**Wires at chosen ports, followed through buffers**

Drawn at 2 px/µm.
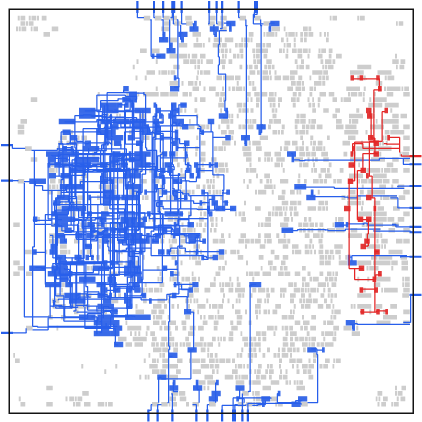
**Clock network drawn from the DEF**

Drawn at 1.5 px/µm.
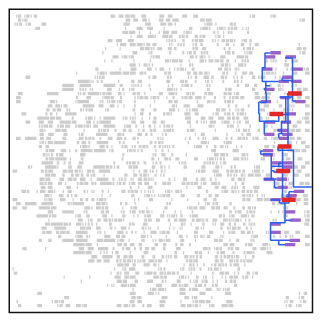
**The metal 2 layer**

Drawn at 2 px/µm.
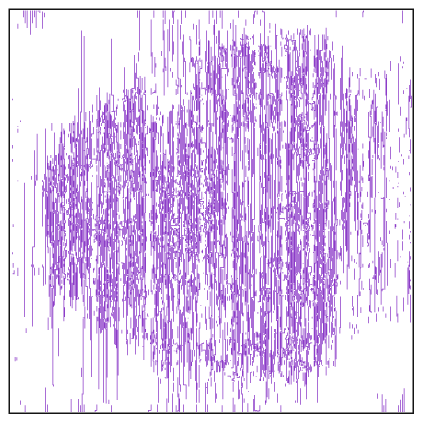
**Placement view**

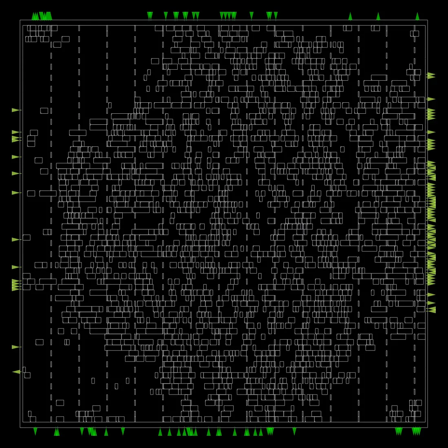
**Placement by cell class**

Drawn at 1.5 px/µm.
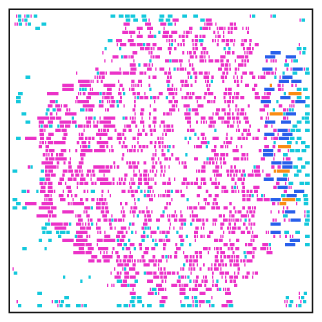
$ cat config.mk
export PLATFORM = sky130hd
export DESIGN_NAME = mc_alu_core
export DESIGN_NICKNAME = d
export VERILOG_FILES = /design/src/rtl/mc_alu_pkg.sv /design/src/rtl/mc_alu_mul_seq.sv /design/src/rtl/mc_alu_core.sv
export SDC_FILE = /design/constraint.sdc
export NUM_CORES = 1
export LEC_CHECK = 0
export CORE_UTILIZATION = 30
export CTS_CLUSTER_DIAMETER = 80
export DETAILED_ROUTE_END_ITERATION = 16
export GPL_ROUTABILITY_DRIVEN = 0
export GPL_TIMING_DRIVEN = 0
export PLACE_DENSITY = 0.47
export SLEW_MARGIN = 15
export SYNTH_ARGS = -nofsm -noshare
export SYNTH_HDL_FRONTEND = slang
export SYNTH_SLANG_ARGS = --single-unit
$ cat constraint.sdc
create_clock -name clk -period 15.8 [get_ports clk]
set_input_delay 3.16 -clock clk [delete_from_list [all_inputs] [get_ports clk]]
set_output_delay 3.16 -clock clk [all_outputs]
set_load 0.05 [all_outputs]
$ cat src/rtl/mc_alu_pkg.sv
// Shared types for the multi-cycle ALU: op codes, FSM states and default width.
package mc_alu_pkg;

  localparam int DEFAULT_WIDTH = 32;

  typedef enum logic [3:0] {
    OP_ADD  = 4'h0,
    OP_ADDU = 4'h1,
    OP_SUB  = 4'h2,
    OP_SUBU = 4'h3,
    OP_AND  = 4'h4,
    OP_OR   = 4'h5,
    OP_XOR  = 4'h6,
    OP_NOR  = 4'h7,
    OP_SLT  = 4'h8,
    OP_SLTU = 4'h9,
    OP_EQ   = 4'hA,
    OP_SLL  = 4'hB,
    OP_SRL  = 4'hC,
    OP_SRA  = 4'hD,
    OP_MULU = 4'hE,
    OP_RSVD = 4'hF
  } op_e;

  typedef enum logic [1:0] {
    ST_IDLE = 2'd0,
    ST_RUN  = 2'd1,
    ST_DONE = 2'd2
  } state_e;

endpackage

$ cat src/rtl/mc_alu_mul_seq.sv
// Iterative shift-add unsigned multiplier: one partial product per step,
// WIDTH steps per product. finish/product_nxt describe the step in progress.
module mc_alu_mul_seq
  import mc_alu_pkg::*;
#(
  parameter int WIDTH = DEFAULT_WIDTH
) (
  input  logic               clk,
  input  logic               rst,
  input  logic               load,
  input  logic               step,
  input  logic [WIDTH-1:0]   a,
  input  logic [WIDTH-1:0]   b,
  output logic               finish,
  output logic [2*WIDTH-1:0] product_nxt
);

  localparam int CW = $clog2(WIDTH);

  logic [WIDTH-1:0] mcand_q;
  logic [WIDTH-1:0] hi_q;
  logic [WIDTH-1:0] lo_q;
  logic [CW-1:0]    cnt_q;
  logic [WIDTH:0]   sum;

  // lo_q starts as the multiplier and fills with product bits from the top.
  assign sum         = {1'b0, hi_q} + (lo_q[0] ? {1'b0, mcand_q} : '0);
  assign product_nxt = {sum, lo_q[WIDTH-1:1]};
  assign finish      = step && (cnt_q == CW'(WIDTH - 1));

  always_ff @(posedge clk) begin
    if (rst) begin
      mcand_q <= '0;
      hi_q    <= '0;
      lo_q    <= '0;
      cnt_q   <= '0;
    end else if (load) begin
      mcand_q <= a;
      hi_q    <= '0;
      lo_q    <= b;
      cnt_q   <= '0;
    end else if (step) begin
      {hi_q, lo_q} <= product_nxt;
      cnt_q        <= cnt_q + 1'b1;
    end
  end

endmodule

$ cat src/rtl/mc_alu_core.sv
// Registered ALU with start/done handshake. Define MC_ALU_MUL_EN to build the
// iterative MULU path; without it op E is reported illegal in one cycle.
module mc_alu_core
  import mc_alu_pkg::*;
#(
  parameter int WIDTH = DEFAULT_WIDTH,
  parameter int SHW   = $clog2(WIDTH)
) (
  input  logic             clk,
  input  logic             rst,
  input  logic             start,
  input  logic [3:0]       op,
  input  logic [WIDTH-1:0] a,
  input  logic [WIDTH-1:0] b,
  output logic             busy,
  output logic             done,
  output logic [WIDTH-1:0] result,
  output logic [WIDTH-1:0] result_hi,
  output logic             zero,
  output logic             ovf,
  output logic             illegal
);

  state_e           state_q, state_d;
  logic             alu_wr;
  logic [WIDTH-1:0] sum, diff, alu_res;
  logic             alu_zero, alu_ovf, alu_ill;
  logic [SHW-1:0]   shamt;

  assign sum   = a + b;
  assign diff  = a - b;
  assign shamt = b[SHW-1:0];

`ifdef MC_ALU_MUL_EN
  logic               mul_load, mul_step, mul_finish, mul_wr;
  logic [2*WIDTH-1:0] mul_prod;
  logic [WIDTH-1:0]   result_hi_q;

  mc_alu_mul_seq #(.WIDTH(WIDTH)) u_mul (
    .clk         (clk),
    .rst         (rst),
    .load        (mul_load),
    .step        (mul_step),
    .a           (a),
    .b           (b),
    .finish      (mul_finish),
    .product_nxt (mul_prod)
  );

  assign busy      = (state_q == ST_RUN);
  assign result_hi = result_hi_q;
`else
  assign busy      = 1'b0;
  assign result_hi = '0;
`endif

  assign done = (state_q == ST_DONE);

  // Single-cycle datapath; EQ reports equality on zero, not result == 0.
  always_comb begin
    alu_res = '0;
    alu_ovf = 1'b0;
    alu_ill = 1'b0;
    case (op_e'(op))
      OP_ADD: begin
        alu_res = sum;
        alu_ovf = (a[WIDTH-1] == b[WIDTH-1]) && (sum[WIDTH-1] != a[WIDTH-1]);
      end
      OP_ADDU: alu_res = sum;
      OP_SUB: begin
        alu_res = diff;
        alu_ovf = (a[WIDTH-1] != b[WIDTH-1]) && (diff[WIDTH-1] != a[WIDTH-1]);
      end
      OP_SUBU: alu_res = diff;
      OP_AND:  alu_res = a & b;
      OP_OR:   alu_res = a | b;
      OP_XOR:  alu_res = a ^ b;
      OP_NOR:  alu_res = ~(a | b);
      OP_SLT:  alu_res = {{(WIDTH-1){1'b0}}, $signed(a) < $signed(b)};
      OP_SLTU: alu_res = {{(WIDTH-1){1'b0}}, a < b};
      OP_EQ:   alu_res = {{(WIDTH-1){1'b0}}, a == b};
      OP_SLL:  alu_res = a << shamt;
      OP_SRL:  alu_res = a >> shamt;
      OP_SRA:  alu_res = $signed(a) >>> shamt;
      default: alu_ill = 1'b1;
    endcase
    alu_zero = (op_e'(op) == OP_EQ) ? (a == b) : (alu_res == '0);
  end

  // NOTE: every variable driven here gets a default first, so no path can
  // leave one unassigned and infer a latch.
  always_comb begin
    state_d = state_q;
    alu_wr  = 1'b0;
`ifdef MC_ALU_MUL_EN
    mul_load = 1'b0;
    mul_step = 1'b0;
    mul_wr   = 1'b0;
`endif
    case (state_q)
      ST_RUN: begin
`ifdef MC_ALU_MUL_EN
        mul_step = 1'b1;
        if (mul_finish) begin
          state_d = ST_DONE;
          mul_wr  = 1'b1;
        end
`else
        state_d = ST_IDLE;
`endif
      end
      default: begin
        if (start) begin
`ifdef MC_ALU_MUL_EN
          if (op_e'(op) == OP_MULU) begin
            state_d  = ST_RUN;
            mul_load = 1'b1;
          end else begin
            state_d = ST_DONE;
            alu_wr  = 1'b1;
          end
`else
          state_d = ST_DONE;
          alu_wr  = 1'b1;
`endif
        end else begin
          state_d = ST_IDLE;
        end
      end
    endcase
  end

  // NOTE: sequential state uses non-blocking assignments so every register
  // samples pre-edge values regardless of statement order.
  always_ff @(posedge clk) begin
    if (rst) state_q <= ST_IDLE;
    else     state_q <= state_d;
  end

  // Result registers only move when a request completes.
  always_ff @(posedge clk) begin
    if (rst) begin
      result  <= '0;
      zero    <= 1'b0;
      ovf     <= 1'b0;
      illegal <= 1'b0;
`ifdef MC_ALU_MUL_EN
      result_hi_q <= '0;
`endif
    end else if (alu_wr) begin
      result  <= alu_res;
      zero    <= alu_zero;
      ovf     <= alu_ovf;
      illegal <= alu_ill;
`ifdef MC_ALU_MUL_EN
      result_hi_q <= '0;
    end else if (mul_wr) begin
      result      <= mul_prod[WIDTH-1:0];
      result_hi_q <= mul_prod[2*WIDTH-1:WIDTH];
      zero        <= (mul_prod[WIDTH-1:0] == '0);
      ovf         <= 1'b0;
      illegal     <= 1'b0;
`endif
    end
  end

endmodule

==> results.sh <==
# yosys + openroad results
export IMPL_rsz0062_at_grt="no"
export IMPL_critPathMaxFanout=13
export IMPL_warning_count=95
export IMPL_slowest_delay_ps=780
export IMPL_postRouteAntennaNets=0
export IMPL_status="complete, no violations"
export IMPL_fin_crit_ps=9770
export IMPL_reg2reg_from="zero"
export IMPL_cts_clk_slew_worst_paths_ps=50
export IMPL_cts_sinks=36
export IMPL_seqCellArea_um2=721
export IMPL_dominant_cells="logic gates"
export IMPL_powerDensity_nw_per_um2=53.2
export IMPL_dp_hpwl_mm=53.7
export IMPL_grt_pass1_wl_mm=96.3
export IMPL_synth_distinct_cells=90
export IMPL_antenna_cells=1
export IMPL_stdcell_area_um2=13900
export IMPL_reg2reg_slack_ps=13460
export IMPL_min_to="result[13]"
export IMPL_cp_required_ps=15940
export IMPL_cts_resized=0
export IMPL_power_frac_seq_pct=13.7
-- 'wires at chosen ports, followed through buffers' (at the start) --
| colour | port | bits | direction | edge | end cells | buffers | wire |
|---|---|---|---|---|---|---|---|
| blue | `b` | 32 | input | 12 north, 10 south, 7 east, 3 west | 353 | 72 | 7,690 µm |
| red | `rst` | 1 | input | east | 33 | 4 | 442 µm |

-- 'clock network drawn from the DEF' (at the start) --
[blue] clock wires | length: 492 µm
[red] clock-net drivers | count: 5
[purple] flip-flops | count: 36
routed clock nets: 6

-- 'the metal 2 layer' (at the start) --
main direction: vertical
nets with wire on the layer: 1,578
wire length on this layer: 27.8 mm
share of all routed wire: 42%
longest straight run: 87.5 µm

-- 'placement view' (at the start) --
FFs & Latches: 36
Tap Cells: 518
core area: 38,900 µm²
Core Rows: 72
flop share of the area: 5.20%

-- 'placement by cell class' (at the start) --
| colour | class | cells | share of their area |
|---|---|---|---|
| cyan | remaining buffers and delay cells | 281 | 15% |
| orange | clock drivers and dummy loads | 8 | 1.1% |
| magenta | remaining logic cells | 1,478 | 79% |
| blue | sequential cells | 36 | 5.5% |

through the flow:
step           hold slack [ps]  setup slack [ps]  power [W]
2_1_floorplan              686              8430   0.000432
3_3_place_gp               453              6010   0.000617
3_5_place_dp               458              5940   0.000616
4_1_cts                    467              6220   0.000716
5_1_grt                    485              5960   0.000764
6_report                   465              6030   0.000737
cells by family after synthesis:
logic type	count (synthesis)	share of synthesized area, %
simple gates	520	20.8
other cells	1	0.0315
buf+inv	281	11.0
mux	163	18.6
xor+xnor	53	3.90
compound gates	503	28.7
fa+ha+maj	103	10.9
flops	36	6.05
flip-flops by register name (all words and copies together), names as in the netlist:
signal / cells
result: 32
ovf: 1
zero: 1
illegal: 1
state_q: 1
No activity file was given, so power comes from the tool's default toggle rates.
